Layout detail:
Window x 312 to 332, y 313 to 333 um. Cells in gray, sequential cells in the stronger gray; small squares are vias.
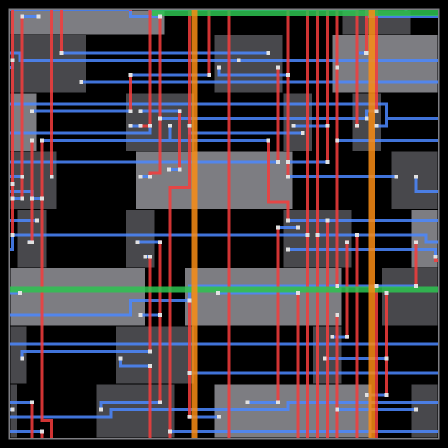
Port wiring:
Scale: 1 px per um.
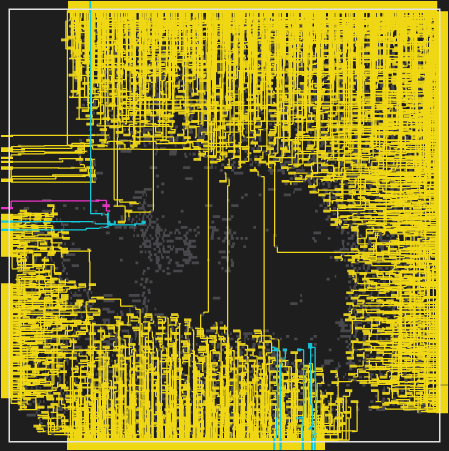
Signal wires on met2:
Scale: 1 px per um. Cells faint in the background.
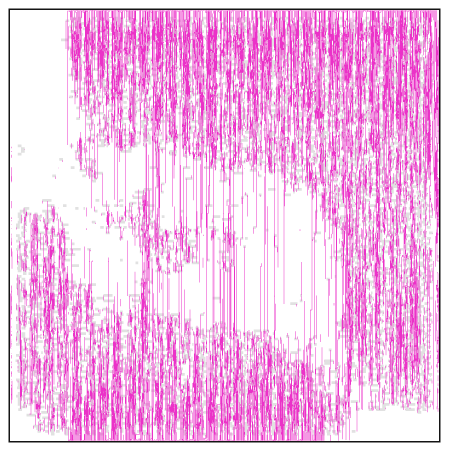
Metal layers overlaid:
Scale: 1.5 px per um. Two of the layers only.
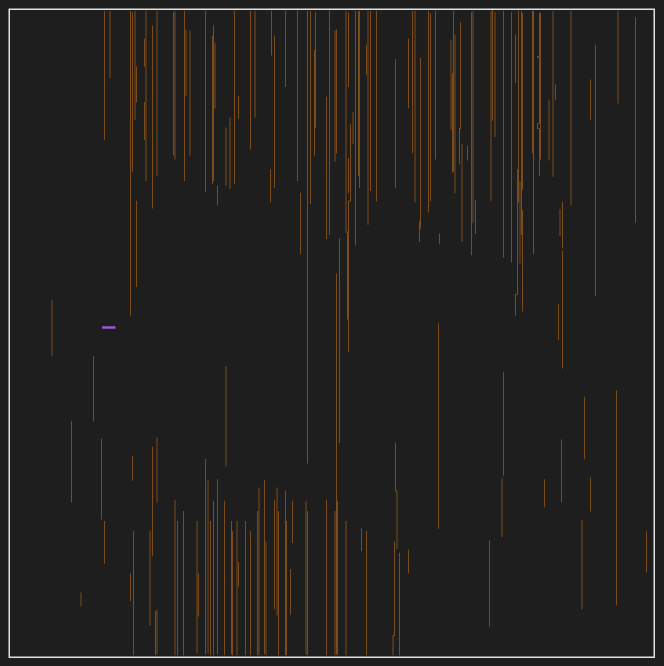
===== config.mk =====
export PLATFORM = sky130hd
export DESIGN_NAME = sha3_absorb_padder
export DESIGN_NICKNAME = d
export VERILOG_FILES = /design/src/rtl/sha3_absorb_padder.sv
export SDC_FILE = /design/constraint.sdc
export NUM_CORES = 2
export LEC_CHECK = 0
export CAP_MARGIN = 20
export CELL_PAD_IN_SITES_DETAIL_PLACEMENT = 2
export CELL_PAD_IN_SITES_GLOBAL_PLACEMENT = 2
export CORE_AREA = 5 5 424 426
export DETAILED_ROUTE_END_ITERATION = 10
export DIE_AREA = 0 0 429 431
export PLACE_DENSITY = 0.67
export SYNTH_ARGS = -nofsm -noshare
export SYNTH_HDL_FRONTEND = slang
export SYNTH_SLANG_ARGS = --single-unit

===== constraint.sdc =====
create_clock -name clk -period 2.88 [get_ports clk]
set_input_delay 0.576 -clock clk [delete_from_list [all_inputs] [get_ports clk]]
set_output_delay 0.576 -clock clk [all_outputs]
set_load 0.02 [all_outputs]

===== src/rtl/sha3_absorb_padder.sv =====
// sha3_absorb_padder
// Packs a byte stream into RATE_BYTES-wide sponge blocks and applies the
// FIPS 202 multi-rate padding (DSBYTE ... 0x80) to the final block.
//
// Handshake rules (both ports): a transfer happens at a rising edge where
// valid and ready are both high. A producer holding valid keeps its payload
// stable until that edge; valid never drops before its transfer completes.
// ready may sit high indefinitely.
module sha3_absorb_padder #(
    parameter int          RATE_BYTES = 136,
    parameter logic [7:0]  DSBYTE     = 8'h06
) (
    input  logic                    clk,
    input  logic                    rst,
    input  logic [7:0]              in_data,
    input  logic                    in_valid,
    input  logic                    in_last,
    output logic                    in_ready,
    output logic [RATE_BYTES*8-1:0] blk_data,
    output logic                    blk_valid,
    output logic                    blk_last,
    input  logic                    blk_ready
);

    localparam int             W        = RATE_BYTES * 8;
    localparam int             CW       = $clog2(RATE_BYTES + 1);
    localparam logic [CW-1:0]  LAST_IDX = CW'(RATE_BYTES - 1);

    // FILL : collecting message bytes
    // PAD  : stamping DSBYTE / 0x80 into a partially filled final block
    // OUT  : presenting a block downstream
    // EXTRA: building the pad-only block that follows an exactly full last block
    typedef enum logic [1:0] {
        FILL  = 2'd0,
        PAD   = 2'd1,
        OUT   = 2'd2,
        EXTRA = 2'd3
    } state_t;

    state_t        state, state_d;
    logic [CW-1:0] cnt, cnt_d;
    logic [W-1:0]  blk_buf, blk_buf_d;
    logic          last_q, last_d;
    logic          pend_q, pend_d;

    // State, byte count, block buffer and flags; reset drops any partial or pending block.
    always_ff @(posedge clk) begin
        if (rst) begin
            state   <= FILL;
            cnt     <= '0;
            blk_buf <= '0;
            last_q  <= 1'b0;
            pend_q  <= 1'b0;
        end else begin
            state   <= state_d;
            cnt     <= cnt_d;
            blk_buf <= blk_buf_d;
            last_q  <= last_d;
            pend_q  <= pend_d;
        end
    end

    // Next-state, byte placement and padding for the block buffer.
    always_comb begin
        state_d   = state;
        cnt_d     = cnt;
        blk_buf_d = blk_buf;
        last_d    = last_q;
        pend_d    = pend_q;

        case (state)
            FILL: begin
                if (in_valid) begin
                    for (int i = 0; i < RATE_BYTES; i++) begin
                        if (cnt == CW'(i)) begin
                            blk_buf_d[i*8 +: 8] = in_data;
                        end
                    end
                    cnt_d = cnt + CW'(1);
                    if (cnt == LAST_IDX) begin
                        // Block is full; if it was also the last byte, padding
                        // has no room left and goes into a separate block.
                        state_d = OUT;
                        last_d  = 1'b0;
                        pend_d  = in_last;
                    end else if (in_last) begin
                        state_d = PAD;
                    end
                end
            end

            PAD: begin
                // cnt already points one past the last message byte.
                for (int i = 0; i < RATE_BYTES; i++) begin
                    if (cnt == CW'(i)) begin
                        blk_buf_d[i*8 +: 8] = blk_buf_d[i*8 +: 8] | DSBYTE;
                    end
                    if (i == RATE_BYTES - 1) begin
                        blk_buf_d[i*8 +: 8] = blk_buf_d[i*8 +: 8] | 8'h80;
                    end
                end
                state_d = OUT;
                last_d  = 1'b1;
            end

            OUT: begin
                if (blk_ready) begin
                    blk_buf_d = '0;
                    cnt_d     = '0;
                    if (pend_q) begin
                        state_d = EXTRA;
                        pend_d  = 1'b0;
                    end else begin
                        state_d = FILL;
                    end
                end
            end

            EXTRA: begin
                blk_buf_d             = '0;
                blk_buf_d[7:0]        = DSBYTE;
                blk_buf_d[W-1 -: 8]   = blk_buf_d[W-1 -: 8] | 8'h80;
                state_d               = OUT;
                last_d                = 1'b1;
            end

            default: begin
                state_d = FILL;
            end
        endcase
    end

    assign in_ready  = (state == FILL) && !rst;
    assign blk_valid = (state == OUT);
    assign blk_last  = last_q;
    assign blk_data  = blk_buf;

endmodule


==> Slide: Implementation Results <==
Synthesis and Place & Route Summary

Drt
  • DR top layer: met5
  • DRC viols: 0
  • Met3 WL: around 13000 um

Synthesis
  • Ys cells: roughly 4000
  • Cell with the most instances after synthesis: dfxtp_1
  • Mux share: 0.000814
  • Syn nets: roughly 4000
  • Logic family by area: AND-OR/OR-AND gates
  • Yosys xor share: 0.000657
  • Flops out of synthesis: ~1100
  • Basic Gates by Area: 0.0496
  • Cell Type Count: 60
  • Adder Area Share: 0.00125
  • Cell count after synthesis: 4011
  • Post-synth EDFFs: 0
  • Dominant register cell: dfxtp_1
  • Cell area leaders: dfxtp_1 55%, o32ai_1 18%, inv_1 7.7%
  • Ao+oa area frac: 0.284

Power
  • P_int: ~28 mW
  • Comb. pwr: between 5 and 6 mW
  • Pwr Density: 652 nW/um2
  • Pwr top: the clock network
  • Sequential fraction of design power: 0.416
  • Peak supply drop: 462 uV
  • Power Clock: 17.5 mW
  • Sw frac: 0.283
  • Static Leakage: between 15 and 20 nW
  • Switching power of the nets: approximately 11 mW

Outcome
  • Status: finished clean

Cells and area
  • Most instantiated logic cell after routing: clkdlybuf4s50_1
  • Multi-input comb cells: between 1500 and 2000
  • Layout Utilization: 0.338
  • Max FFs per register: approximately 1100
  • Final clock-cell share: 0.0759
  • Non-clk buf share: 0.223
  • Flops: 1100
  • Area growth, synth to finish: 48.5%
  • Clkbuf count: 195
  • Non-filler cells, final: about 7600
  • Diode count: 6

Worst setup path
  • Buf/Inv on CP: 2
  • Reg2reg setup slack: 0.15 ns
  • Worst R2R Start: cnt[0]$_SDFFE_PP0P_
  • Max stage delay on crit path: roughly 0.73 ns
  • Crit path max fanout: 8
  • Critical Path End: blk_data[84]$_SDFFE_PP0P_
  • CP max stage cell: a21oi_1
  • Worst EP arrival: ~3.4 ns
  • Total stage count of the critical path: 7
  • Critical path startpoint: cnt[0]$_SDFFE_PP0P_

Worst hold path
  • Beginning of the worst hold path: rst

Global route
  • Vias in the first global route: around 40000
  • Initial antenna violation count: 10
  • Largest net degree at the start of global routing: between 200 and 250
  • First-pass GRT wire length: between 300000 and 400000 um

Clock network
  • Num CTS Buffers: ~130
  • Hold_buf cts: 0
  • Root Driver: clkbuf_16
  • Clock Latency Late Sink: a little under 0.8 ns
  • Clock net sink count: 1100

Timing
  • Final setup viols: 0
  • Relative slew slack: 0.0448
  • Fmax: between 300 and 400 MHz
  • Unrepaired setup endpoints after global routing: false
  • WHS: ~0.17 ns
  • Final Hold Fails: 0

Die
  • Die ar.: 185000 um2
  • Core Region: between 150000 and 200000 um2
  • Num rows: ~150

Placement
  • Dpl cell area: roughly 55000 um2
-- 'layout detail' (at the start) --
met1 -> blue
met4 -> orange
met2 -> red
met3 -> green
netlist names of flops here include = blk_data (5)
sequential cells in the window = 5
cells with their middle in the window = 19
most frequent = dfxtp_1 (5), inv_1 (4), clkdlybuf4s50_1 (4)

-- 'port wiring' (at the start) --
in_data -> cyan  # bits 8, direction input, end cells 11, buffers 8, wire 998 um
blk_last -> magenta  # bits 1, direction output, end cells 1, buffers 1, wire 124 um
blk_data -> yellow  # bits 1088, direction output, end cells 1088, buffers 1088, wire 99.0 mm
IO Count: 1104
I/O Buffers: 1103

-- 'signal wires on met2' (at the start) --
nets with wire on the layer = 4840
longest straight run = 264 um
main direction = vertical
wire length on this layer = 113 mm
share of all routed wire = 49%
final WL: 231000 um
DR vias: 37700

-- 'metal layers overlaid' (at the start) --
met5 -> purple  # wire length 7.40 um
met4 -> orange  # wire length 14000 um
gr usage total: 0.237
drt wl/cell: 30.5 um

Power and IR drop assume default switching activity.
